Run 1, gate-type map:
Bar = 20 um.
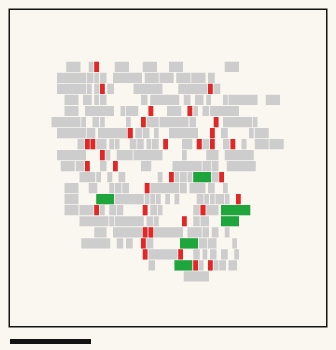
Run 1, wires at chosen ports, followed through buffers:
Bar = 20 um.
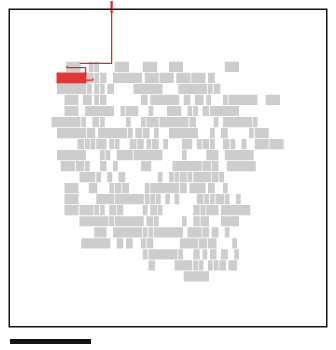
Run 1, congestion heat map:
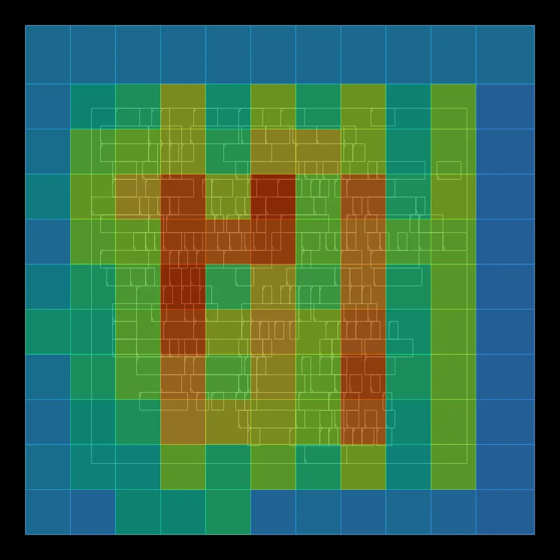
===== config.mk =====
export PLATFORM = sky130hd
export DESIGN_NAME = restoring_divider4b
export DESIGN_NICKNAME = d
export VERILOG_FILES = /design/src/rtl/restoring_divider4b.sv
export SDC_FILE = /design/constraint.sdc
export NUM_CORES = 1
export LEC_CHECK = 0
export ABC_AREA = 1
export CAP_MARGIN = 20
export CELL_PAD_IN_SITES_DETAIL_PLACEMENT = 0
export CELL_PAD_IN_SITES_GLOBAL_PLACEMENT = 1
export CORE_MARGIN = 10
export CORE_UTILIZATION = 40
export DETAILED_ROUTE_END_ITERATION = 10
export GPL_ROUTABILITY_DRIVEN = 0
export PLACE_DENSITY = 0.93
export SYNTH_ARGS = -nofsm -noshare
export SYNTH_HDL_FRONTEND = slang
export SYNTH_SLANG_ARGS = --single-unit
export TNS_END_PERCENT = 10

===== constraint.sdc =====
create_clock -name clk_i -period 3.65 [get_ports clk_i]
set_input_delay 0.365 -clock clk_i [delete_from_list [all_inputs] [get_ports clk_i]]
set_output_delay 0.365 -clock clk_i [all_outputs]
set_load 0.05 [all_outputs]

===== src/rtl/restoring_divider4b.sv =====
`default_nettype none
// +------------------------------------------------------------------------+
// | Module      : restoring_divider4b                                      |
// | Description : Sequential restoring divider. Each RUN cycle does one    |
// |               shift plus a trial subtract on the shared two's          |
// |               complement add/sub datapath (B ^ Ctrl, cin = Ctrl).      |
// |               Divide-by-zero skips iterating and returns all ones.     |
// |               Optional macro SIGNED_DIV_EN: two's complement operands  |
// |               (magnitudes on accept, sign fix-up on the write edge).   |
// | Revision    : 1.0 - initial release                                    |
// +------------------------------------------------------------------------+
module restoring_divider4b #(
  parameter int WIDTH = 4
) (
  input  logic             clk_i,
  input  logic             rst_i,
  input  logic             start_i,
  input  logic [WIDTH-1:0] dividend_i,
  input  logic [WIDTH-1:0] divisor_i,
  output logic             busy_o,
  output logic             done_o,
  output logic [WIDTH-1:0] quotient_o,
  output logic [WIDTH-1:0] remainder_o,
  output logic             div_zero_o
);

  localparam int             CW     = $clog2(WIDTH);
  localparam logic [CW-1:0]  C_LAST = CW'(WIDTH - 1);

  localparam logic [1:0] S_IDLE = 2'd0;
  localparam logic [1:0] S_RUN  = 2'd1;
  localparam logic [1:0] S_DONE = 2'd2;

  logic [1:0]       state_q, state_d;
  logic [WIDTH:0]   p_q;
  logic [WIDTH-1:0] q_q, d_q;
  logic [CW-1:0]    cnt_q;
  logic [WIDTH-1:0] quot_q, rem_q;
  logic             done_q, dz_q;
  // Divide-by-zero accepted last edge; results are written on the following edge.
  logic             dz_pend_q;

  logic             w_accept, w_dvs_zero;
  logic [WIDTH:0]   w_p_shift, w_b, w_t, w_p_next;
  logic [WIDTH-1:0] w_q_shift, w_q_next;
  logic             w_ctrl;
  logic [WIDTH-1:0] w_dvd_mag, w_dvs_mag;
  logic [WIDTH-1:0] w_quot_fin, w_rem_fin, w_dz_rem;

  assign w_accept   = start_i && ((state_q == S_IDLE) || (state_q == S_DONE));
  assign w_dvs_zero = (divisor_i == '0);

  // Shift P:Q left one place, then trial-subtract D as P' + ~{0,D} + 1.
  assign w_ctrl    = 1'b1;
  assign w_p_shift = {p_q[WIDTH-1:0], q_q[WIDTH-1]};
  assign w_q_shift = {q_q[WIDTH-2:0], 1'b0};
  assign w_b       = {1'b0, d_q} ^ {(WIDTH+1){w_ctrl}};
  assign w_t       = w_p_shift + w_b + {{WIDTH{1'b0}}, w_ctrl};
  // Negative trial result means D did not fit: restore P and shift in a 0.
  assign w_p_next  = w_t[WIDTH] ? w_p_shift : w_t;
  assign w_q_next  = {w_q_shift[WIDTH-1:1], ~w_t[WIDTH]};

`ifdef SIGNED_DIV_EN
  logic             neg_q_q, neg_r_q;
  logic [WIDTH-1:0] dvd_raw_q;

  assign w_dvd_mag  = dividend_i[WIDTH-1] ? (-dividend_i) : dividend_i;
  assign w_dvs_mag  = divisor_i[WIDTH-1]  ? (-divisor_i)  : divisor_i;
  // Quotient truncates toward zero; remainder follows the dividend's sign.
  assign w_quot_fin = neg_q_q ? (-w_q_next) : w_q_next;
  assign w_rem_fin  = neg_r_q ? (-w_p_next[WIDTH-1:0]) : w_p_next[WIDTH-1:0];
  assign w_dz_rem   = dvd_raw_q;

  // Sign bookkeeping captured alongside the operand magnitudes.
  always_ff @(posedge clk_i) begin
    if (rst_i) begin
      neg_q_q   <= 1'b0;
      neg_r_q   <= 1'b0;
      dvd_raw_q <= '0;
    end else if (w_accept) begin
      neg_q_q   <= dividend_i[WIDTH-1] ^ divisor_i[WIDTH-1];
      neg_r_q   <= dividend_i[WIDTH-1];
      dvd_raw_q <= dividend_i;
    end
  end
`else
  assign w_dvd_mag  = dividend_i;
  assign w_dvs_mag  = divisor_i;
  assign w_quot_fin = w_q_next;
  assign w_rem_fin  = w_p_next[WIDTH-1:0];
  // No iterations ran, so Q still holds the captured dividend.
  assign w_dz_rem   = q_q;
`endif

  // State register.
  always_ff @(posedge clk_i) begin
    if (rst_i) state_q <= S_IDLE;
    else       state_q <= state_d;
  end

  // Next-state logic: IDLE and DONE share the accept rules.
  always_comb begin
    state_d = state_q;
    case (state_q)
      S_IDLE, S_DONE: begin
        if (start_i) state_d = w_dvs_zero ? S_DONE : S_RUN;
        else         state_d = S_IDLE;
      end
      S_RUN:   if (cnt_q == C_LAST) state_d = S_DONE;
      default: state_d = S_IDLE;
    endcase
  end

  // Status outputs decoded from state.
  always_comb begin
    busy_o = (state_q == S_RUN);
  end

  // Datapath: operand capture, iteration, and result write-back.
  always_ff @(posedge clk_i) begin
    if (rst_i) begin
      p_q       <= '0;
      q_q       <= '0;
      d_q       <= '0;
      cnt_q     <= '0;
      quot_q    <= '0;
      rem_q     <= '0;
      done_q    <= 1'b0;
      dz_q      <= 1'b0;
      dz_pend_q <= 1'b0;
    end else begin
      done_q    <= 1'b0;
      dz_pend_q <= 1'b0;
      if (state_q == S_RUN) begin
        p_q   <= w_p_next;
        q_q   <= w_q_next;
        cnt_q <= cnt_q + 1'b1;
        if (cnt_q == C_LAST) begin
          quot_q <= w_quot_fin;
          rem_q  <= w_rem_fin;
          done_q <= 1'b1;
        end
      end
      if (w_accept) begin
        p_q       <= '0;
        q_q       <= w_dvd_mag;
        d_q       <= w_dvs_mag;
        cnt_q     <= '0;
        dz_q      <= 1'b0;
        dz_pend_q <= w_dvs_zero;
      end
      // A pending divide-by-zero completes even if a new request is accepted now.
      if (dz_pend_q) begin
        quot_q <= '1;
        rem_q  <= w_dz_rem;
        dz_q   <= 1'b1;
        done_q <= 1'b1;
      end
    end
  end

  assign done_o      = done_q;
  assign quotient_o  = quot_q;
  assign remainder_o = rem_q;
  assign div_zero_o  = dz_q;

endmodule
`default_nettype wire

==> CHANGELOG.md, run 1 <==
## Flow update

* Outcome: completed
* Largest net degree at the start of global routing at 15
* Met1 usage at 0.129
* Met3 usage at 0.0276
* Reg-to-reg setup timing slack at roughly 1800 ps
* Yosys cell types at 27
* Diode count at 0
* Max-Cap Viols at 0
* Clock group power at roughly 130 uW
* Max Clock Skew at ~2.3 ps
* Max Buffers Root-to-Sink at 2
* Setup ws final at approximately 1400 ps
* Basic Gates by Area at 0.284
* Hold_ws at 509 ps
* Fill cell count at 324
* P_seq at between 300 and 400 uW
* Hold path startpoint: d_q[3]$_SDFFE_PP0P_
* Reg clk slew, reported paths at around 140 ps
* Clock buf/inv share at 0.0161
* Max transition margin at 0.646
* Total Power at around 660 uW
* Wire length on met2 at 1520 um
* Initial antenna violation count at 0
* GR Util met2 at 0.166
* CP Max Fanout at 10
* Peak VDD IR at around 0.32 mV
* Comb. pwr at ~210 uW
* Share of layout cells above drive strength 1 at 0.0980
* Pre-CTS setup slack at ~1600 ps
* Cell Chain, Critical Path: nand2_4 -> inv_2 -> clkdlybuf4s50_1
* Worst Tran Pin Value at 529 ps
* Syn Inst Count at 180
* Combinational gates at between 100 and 150
Back to the opening pictures, 'gate-type map':
[adder and majority cells] green | cells: 6 | most used: ha_1
[inverters] red | cells: 33 | most used: inv_1
Top cell excl fill/tap: nand2_1
fin cells: 248
combinational share of cell area: 0.414

Back to the opening pictures, 'wires at chosen ports, followed through buffers':
[div_zero_o] red | bits: 1 | direction: output | edge: north | end cells: 1 | wire: 30.3 um
Ports: 22
port bufs: 21

Back to the opening pictures, 'congestion heat map':
Top Usage Layer GRT: met2
detail-routed net length per standard cell: 12.8 um
final core occ: 0.522
Tot GR Track Use: 0.102

Run 1, metal layers overlaid:
Bar = 20 um.
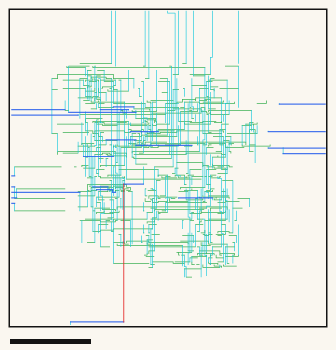

## Run 2: what changed since run 1
- CORE_UTILIZATION: 40 -> 34
- PLACE_DENSITY: 0.93 -> 0.85
- clock period: 3.65 -> 1.8 ns (I/O delays scaled with it)
Run 2, metal layers overlaid:
Bar = 20 um.
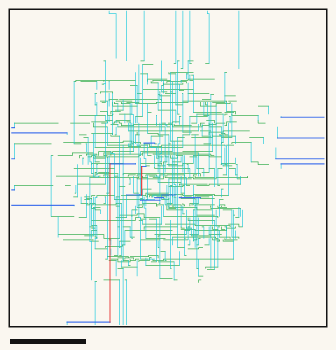
[met1] green | wire length: 1480 um
[met2] cyan | wire length: 1550 um
[met3] blue | wire length: 123 um
[met4] red | wire length: 49.0 um
total routed wirelength: 3200 um
via count: 1209
detail-routed net length per standard cell: 12.5 um
Tot GR Track Use: 0.0881

==> run 2 against run 1 <==
- worst hold slack worse by 32 ps
- clock power rose to 2.7 times the previous value
- first-iteration DRC count fell by 12%
- count of clock-buffer cells in the layout decreased by 1
- largest power group unchanged
- routed wire length rose by 1.0%
- sequential share of layout area is 1.4 points lower
==> CHANGELOG.md, run 2 <==
## Flow update

* GR Util met2 at 0.144
* Combinational share of cell area at 0.406
* Peak VDD IR at about 0.46 mV
* Largest net degree at the start of global routing at 17
* Diode count at 0
* Syn Inst Count at roughly 180
* Max Clock Skew at about 5.2 ps
* Final core occ at 0.455
* Basic Gates by Area at 0.284
* P_seq at roughly 650 uW
* Worst Tran Pin Value at around 500 ps
* Wire length on met2 at between 1500 and 2000 um
* Fin cells at 256
* Max Buffers Root-to-Sink at 2
* Fill cell count at 415
* Max-Cap Viols at 0
* Outcome: completed
* Reg clk slew, reported paths at 90 ps
* Top cell excl fill/tap: nand2_1
* Share of layout cells above drive strength 1 at 0.139
* Combinational gates at 119
* Pre-CTS setup slack at around 68 ps
* Reg-to-reg setup timing slack at between 100 and 150 ps
* Hold_ws at around 480 ps
* Clock buf/inv share at 0.0287
* Met3 usage at 0.0166
* Clock group power at roughly 350 uW
* Met1 usage at 0.109
* Initial antenna violation count at 0
Run 2, wires at chosen ports, followed through buffers:
Bar = 20 um.
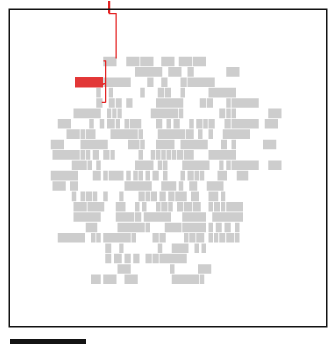

## Run 3: what changed since run 2
- PLACE_DENSITY: 0.85 -> default
- PLACE_DENSITY_LB_ADDON: default -> 0.05
Run 3, wires at chosen ports, followed through buffers:
Bar = 20 um.
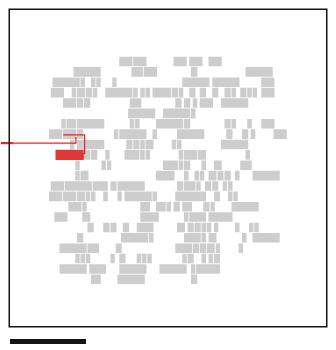
[div_zero_o] red | bits: 1 | direction: output | edge: west | end cells: 1 | wire: 30.4 um

==> run 3 against run 2 <==
- total power increased by 1.4%
- worst hold slack lost 10 ps
- first-iteration DRC count rose by 42%
- count of clock-buffer cells in the layout unchanged
- flip-flop count unchanged
- via count is 1.3% higher
- clock power rose by 5%
- critical endpoint is now p_q[3]$_SDFFE_PP0P_
==> CHANGELOG.md, run 3 <==
## Flow update

* Basic Gates by Area at 0.284
* Max Buffers Root-to-Sink at 2
* Diode count at 0
* Cell Chain, Critical Path: inv_1 -> ha_1 -> inv_2 -> fa_2 -> nand2_2 -> nand2_2 -> nand3_4 -> nand2_4 -> nand2_2 -> nand2_2 -> o21ai_1 -> inv_1
* Max-Cap Viols at 0
* Worst Tran Pin Value at a little over 500 ps
* Setup ws final at about 75 ps
* Met1 usage at 0.121
* Total routed wirelength at 3510 um
* Max transition margin at 0.659
* CP Max Fanout at 6
* Reg clk slew, reported paths at approximately 100 ps
* Pre-CTS setup slack at around 44 ps
* Tot GR Track Use at 0.104
* Yosys cell types at 27
* Total Power at roughly 1.5 mW
* GR Util met2 at 0.170
* Comb. pwr at between 400 and 500 uW
* Syn Inst Count at ~180
* Hold_ws at 467 ps
* Via count at ~1200
* Clock group power at approximately 370 uW
* Wire length on met2 at about 1700 um
* Max Clock Skew at 5.71 ps
* Final core occ at 0.453
* Peak VDD IR at 0.358 mV
* Met3 usage at 0.0332
* Cell family with most CP delay: adder cells
* Share of layout cells above drive strength 1 at 0.135
* Hold path startpoint: dividend_i[0]
* Outcome: completed
* Top Usage Layer GRT: met2
* Combinational share of cell area at 0.408
* Leading cell kind: combinational gates
* Initial antenna violation count at 0
* Ports at 22
* Largest net degree at the start of global routing at 17
* Detail-routed net length per standard cell at about 14 um
Power figures rest on the tool's default switching activity, not on a simulated workload.
